**Placed cells, one color a class**

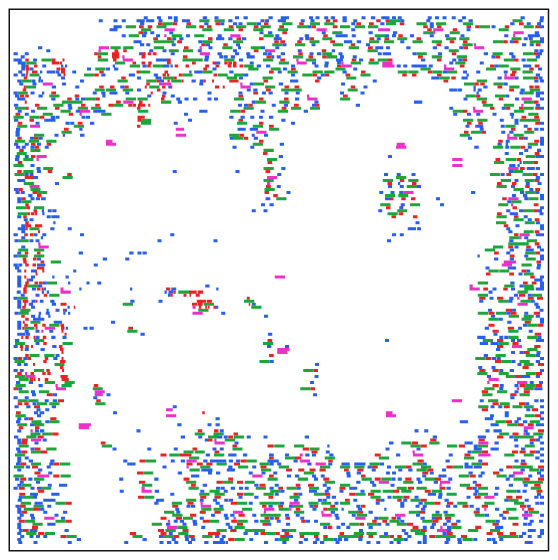
**Clock wiring as the flow saved it**

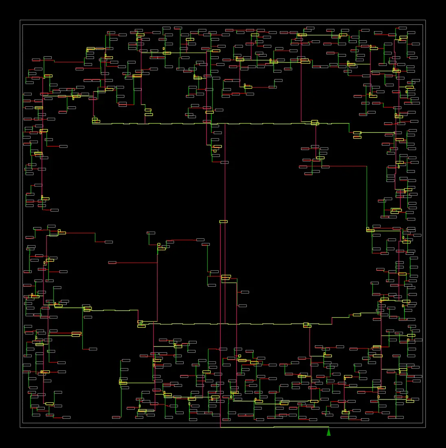
**Sequential cells colored by netlist name**

The bar under the picture is 100 µm long. Other sequential cells in the stronger gray, the rest of the logic in the fainter gray.
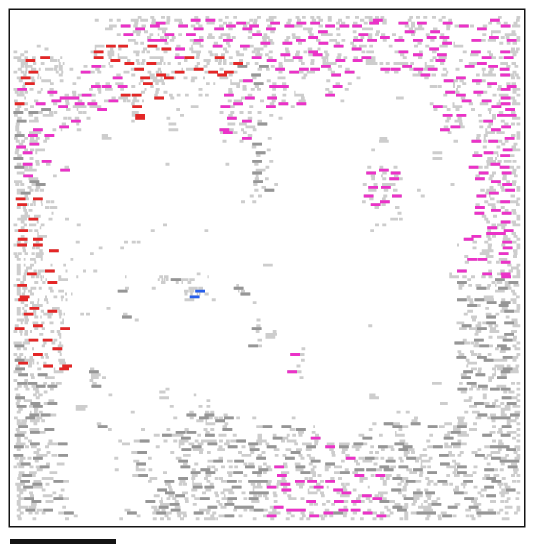
$ cat config.mk
export PLATFORM = sky130hd
export DESIGN_NAME = snow64_memory_bus_guard
export DESIGN_NICKNAME = d
export VERILOG_FILES = /design/src/rtl/snow64_memory_bus_guard.sv
export SDC_FILE = /design/constraint.sdc
export NUM_CORES = 1
export LEC_CHECK = 0
export CAP_MARGIN = 20
export CORE_AREA = 3 3 482 484
export CTS_BUF_LIST = sky130_fd_sc_hd__clkbuf_16
export DETAILED_ROUTE_END_ITERATION = 6
export DIE_AREA = 0 0 485 487
export GPL_TIMING_DRIVEN = 0
export HOLD_SLACK_MARGIN = 0.06
export PLACE_DENSITY_LB_ADDON = 0.2
export SKIP_LAST_GASP = 1
export SLEW_MARGIN = 10
export SYNTH_ARGS = -nofsm -noshare
export SYNTH_HDL_FRONTEND = slang
export SYNTH_SLANG_ARGS = --single-unit
export TNS_END_PERCENT = 30
$ cat constraint.sdc
create_clock -name clk -period 59.1 [get_ports clk]
set_clock_uncertainty 0.2 [all_clocks]
set_input_delay 11.82 -clock clk [delete_from_list [all_inputs] [get_ports clk]]
set_output_delay 11.82 -clock clk [all_outputs]
set_load 0.01 [all_outputs]
$ cat src/rtl/snow64_memory_bus_guard.sv
// Single-outstanding memory bus guard: round-robin arbitration between the read
// and write access FIFOs, one command in flight, completion routed back to the issuer.
module snow64_memory_bus_guard #(
  parameter int ADDR_WIDTH = 64,
  parameter int DATA_WIDTH = 256
) (
  input  logic                  clk,
  input  logic                  rst,
  input  logic                  rd_req_i,
  input  logic [ADDR_WIDTH-1:0] rd_addr_i,
  output logic                  rd_cmd_accepted_o,
  output logic                  rd_valid_o,
  output logic [DATA_WIDTH-1:0] rd_data_o,
  input  logic                  wr_req_i,
  input  logic [ADDR_WIDTH-1:0] wr_addr_i,
  input  logic [DATA_WIDTH-1:0] wr_data_i,
  output logic                  wr_cmd_accepted_o,
  output logic                  wr_valid_o,
  output logic                  mem_req_o,
  output logic                  mem_we_o,
  output logic [ADDR_WIDTH-1:0] mem_addr_o,
  output logic [DATA_WIDTH-1:0] mem_wdata_o,
  input  logic                  mem_busy_i,
  input  logic                  mem_valid_i,
  input  logic [DATA_WIDTH-1:0] mem_rdata_i
);

  typedef enum logic [1:0] {Idle, WaitRd, WaitWr} state_e;

  state_e                state_q;
  logic                  last_grant_wr_q;
  logic                  rd_cmd_accepted_q;
  logic                  rd_valid_q;
  logic [DATA_WIDTH-1:0] rd_data_q;
  logic                  wr_cmd_accepted_q;
  logic                  wr_valid_q;
  logic                  mem_req_q;
  logic                  mem_we_q;
  logic [ADDR_WIDTH-1:0] mem_addr_q;
  logic [DATA_WIDTH-1:0] mem_wdata_q;

  logic grant_rd_d;
  logic grant_any_d;

  // Read wins when alone, or when both request and the write went last.
  assign grant_rd_d  = rd_req_i & (~wr_req_i | last_grant_wr_q);
  assign grant_any_d = (rd_req_i | wr_req_i) & ~mem_busy_i;

  always_ff @(posedge clk or posedge rst) begin
    if (rst) begin
      state_q           <= Idle;
      last_grant_wr_q   <= 1'b1;
      rd_cmd_accepted_q <= 1'b0;
      rd_valid_q        <= 1'b0;
      rd_data_q         <= '0;
      wr_cmd_accepted_q <= 1'b0;
      wr_valid_q        <= 1'b0;
      mem_req_q         <= 1'b0;
      mem_we_q          <= 1'b0;
      mem_addr_q        <= '0;
      mem_wdata_q       <= '0;
    end else begin
      rd_cmd_accepted_q <= 1'b0;
      wr_cmd_accepted_q <= 1'b0;
      rd_valid_q        <= 1'b0;
      wr_valid_q        <= 1'b0;
      mem_req_q         <= 1'b0;
      unique case (state_q)
        Idle: begin
          if (grant_any_d) begin
            mem_req_q       <= 1'b1;
            mem_we_q        <= ~grant_rd_d;
            last_grant_wr_q <= ~grant_rd_d;
            if (grant_rd_d) begin
              mem_addr_q        <= rd_addr_i;
              rd_cmd_accepted_q <= 1'b1;
              state_q           <= WaitRd;
            end else begin
              mem_addr_q        <= wr_addr_i;
              mem_wdata_q       <= wr_data_i;
              wr_cmd_accepted_q <= 1'b1;
              state_q           <= WaitWr;
            end
          end
        end
        WaitRd: begin
          if (mem_valid_i) begin
            rd_data_q  <= mem_rdata_i;
            rd_valid_q <= 1'b1;
            state_q    <= Idle;
          end
        end
        WaitWr: begin
          if (mem_valid_i) begin
            wr_valid_q <= 1'b1;
            state_q    <= Idle;
          end
        end
        default: state_q <= Idle;
      endcase
    end
  end

  assign rd_cmd_accepted_o = rd_cmd_accepted_q;
  assign rd_valid_o        = rd_valid_q;
  assign rd_data_o         = rd_data_q;
  assign wr_cmd_accepted_o = wr_cmd_accepted_q;
  assign wr_valid_o        = wr_valid_q;
  assign mem_req_o         = mem_req_q;
  assign mem_we_o          = mem_we_q;
  assign mem_addr_o        = mem_addr_q;
  assign mem_wdata_o       = mem_wdata_q;

endmodule

==> flow_summary.toml <==
# generated from flow reports
[run_status]
status = "completed"

[cells_and_area]
inverters = 6
clkCellAreaFrac_pct = 6.08
layout.cells.most_common_list = "1,226 x clkdlybuf4s50_1, 584 x dfrtp_1, 312 x mux2_2"
largestClassByArea = "registers"
sh_comb_area_pct = 19.1
buf_share_pct = 31.4
drive_gt1_share_pct = 25.5
lay_top_count = "clkdlybuf4s50_1"
fill_cells = 24826
logic_gates = 725
syn_to_final_growth_pct = 79.7
diodes = 25
signal_buffers = 1341
nNetsFinal = 3391
logic_area_mm2 = 0.00812

[yosys]
top_area_share_pct = 61.7
ys_top_cells_by_area = "dfrtp_1 62%, mux2_2 15%, mux2_4 13%"
mux_area_share_pct = 27.5
avgSynthCellArea_um2 = 16.7
synthAoiAreaFrac_pct = 6.25
ys_seq_share_pct = 61.8
yosys-stat-cells = 1422
synthesis.area_mm2 = 0.0237
yosys_register_bits = 585
xor_share_pct = 0
syn_inst = 1422
yosysUniqueCellTypes = 30
yosys_area_mm2 = 0.0237
adder_share_pct = 0.158
yosysWarnings = 0
synthSimpleGateAreaFrac_pct = 0.338
synth.comb.largest_family = "multiplexers"
largest_area_cell = "dfrtp_1"
syn_nets = 2071

[worst_setup_path]
worstSetupPathType = "flop to output port"
arrival_ns = 1.92
reg2reg_from = "state_q[0]"
r2r_cells = 7
cp_top_family = "buffers and inverters"
r2r_end = "mem_addr_o[29]"
cp-start-kind = "flop"
path_max_fanout = 2
path_buffers = 1
crit_slowest_cell = "clkdlybuf4s50_1"
required_ns = 47.08
rrSetupSlack_ns = 56.47
slowest_delay_ns = 0.90
crit_chain = "clkdlybuf4s50_1"
end_kind = "output port"

[place]
hpwlAfterDp_um = 130000
port_buffers = 1226
gp_congestion = 0.794

[route]
drt_first_pass_iters = 5
drc = 0
postRouteAntennaNets = 0
highest_layer = "met5"
totalWireLength_um = 155000
wl_met2_um = 71200
met1_length_um = 61200
first_iter_violations = 754
num_vias = 18297
viasPerCell = 3.13
wl_met3_um = 19900
detail_route.wl_per_cell_um = 26.6

[global_route]
grt_pass1_vias = 19997
grt_pass1_wl_um = 203000
grt_max_degree = 100
antenna_found_initial = 94
grt-ovfl-total = 0
track_usage_pct = 12.8

[power_and_ir_drop]
ir_drop_mv = 0.0264
p_total_uw = 2270
cellPowerDensity_mw_per_mm2 = 53.3
leakage_uw = 0.0166

[floorplanning]
taps = 3009
die_h_um = 487
die_area_mm2 = 0.236
rows = 175
die_w_um = 485
io_pins = 1228
fp_util_pct = 10.4

[clocking]
cts_hold_buf = 0
cts-buffers-inserted = 83
root_buffer = "clkbuf_16"
clockBufferDepth = 3
post_cts_buffers = 0
cts_tree = "built"
path_clk_slew_ns = 0.06
h-tree-depth = 3
cts.repair.resized = 0

[final_timing]
drv_slew = 0
setup_tns_ns = 0
max_slew_margin_pct = 40.7
timing.final.crit_share_pct = 23.6
setup_viol = 0
rsz0062_at_grt = "no"
clock.fmax_mhz = 71.7
fin_crit_ns = 13.94
hold_viol = 0
worst_pin_slew_ns = 0.890

[hold_path]
hold_end = "mem_we_o"
min_from = "mem_we_o"
min_path_type = "flop to flop"
whs_path_depth = 1

[job]
stage_log_warnings = 28
drv_cap = 0
-- 'placed cells, one color a class' (at the start) --
green -> sequential cells  # cells 585, share of their area 38%
red -> combinational and other logic  # cells 731, share of their area 21%
magenta -> clock drivers and dummy loads  # cells 147, share of their area 6.7%
blue -> remaining buffers and delay cells  # cells 1,341, share of their area 34%
core area: 0.228 mm²
Seq area share: 34.4%
final instance area: 0.0426 mm²
Util after Layout: 18.7%

-- 'clock wiring as the flow saved it' (at the start) --
registers: 585
Layout clock buffers: 84
TritonCTS Sinks: 585
clk latency late pin: 0.68 ns
P_clk: 491 µW

-- 'sequential cells colored by netlist name' (at the start) --
magenta -> `rd_data_o`  # placed flops 256, where spread over the die
red -> `mem_addr_o`  # placed flops 64
blue -> `state_q`  # placed flops 2
not colored = 263
Flop area: 0.0146 mm²
Seq power: 729 µW

how the worst max path moves through the flow:
stage | to | startpoint | slack [ns] | depth (start not counted)
finish | rd_data_o[43] | rd_data_o[43] | 45.16 | 1
global route | rd_data_o[242] | rst | 44.94 | 5
CTS | rd_data_o[78] | rd_data_o[78] | 45.03 | 1
detailed placement | mem_wdata_o[169] | rst | 44.36 | 5
global placement | mem_wdata_o[176] | rst | 18.93 | 2
floorplan | mem_addr_o[0] | rst | 30.71 | 1
per-stage QoR:
| stage | worst slack, ns | cell area [µm²] | hold slack [ns] | instances |
|---|---|---|---|---|
| 6_report | 45.16 | 42600 | 0.294 | 5838 |
| 3_5_place_dp | 44.36 | 39900 | 0.283 | 5666 |
| 5_1_grt | 44.94 | 42500 | 0.306 | 5814 |
| 2_1_floorplan | 30.71 | 23700 | 0.319 | 1422 |
| 3_3_place_gp | 18.93 | 39700 | 0.279 | 5657 |
| 4_1_cts | 45.03 | 42500 | 0.298 | 5813 |
power breakdown:
group	total (µW)	internal (µW)	switching (µW)
sequential	729	605	124
clock	491	280	211
combinational	1050	604	444
total	2270	1490	780
cell usage after synthesis:
cell       number
a2bb2oi_1      64
mux2_2        312
clkbuf_1       26
buf_1           1
nand3_2         1
a21oi_1         1
nor2_2          1
buf_6           7
dfstp_2         1
nand2_1         1
clkinv_1        1
ha_1            3
nor2b_1         2
o22ai_1         2
nand2b_1        2
o21a_1          2
mux2_4        200
o21bai_1        1
inv_1           4
nand3_1         1
inv_4           1
a311oi_1       64
dfrtp_1       584
nor2b_4         1
nor2_1          1
buf_12         22
o21ai_0        64
and2_1          2
buf_4          13
buf_2          37
layer usage:
layer	global-route usage, %	vias up
met2	20.6	977
li1	-	7928
met5	0	-
met4	2.45	60
met3	7.40	192
met1	14.6	9140
Power and IR drop assume default switching activity.
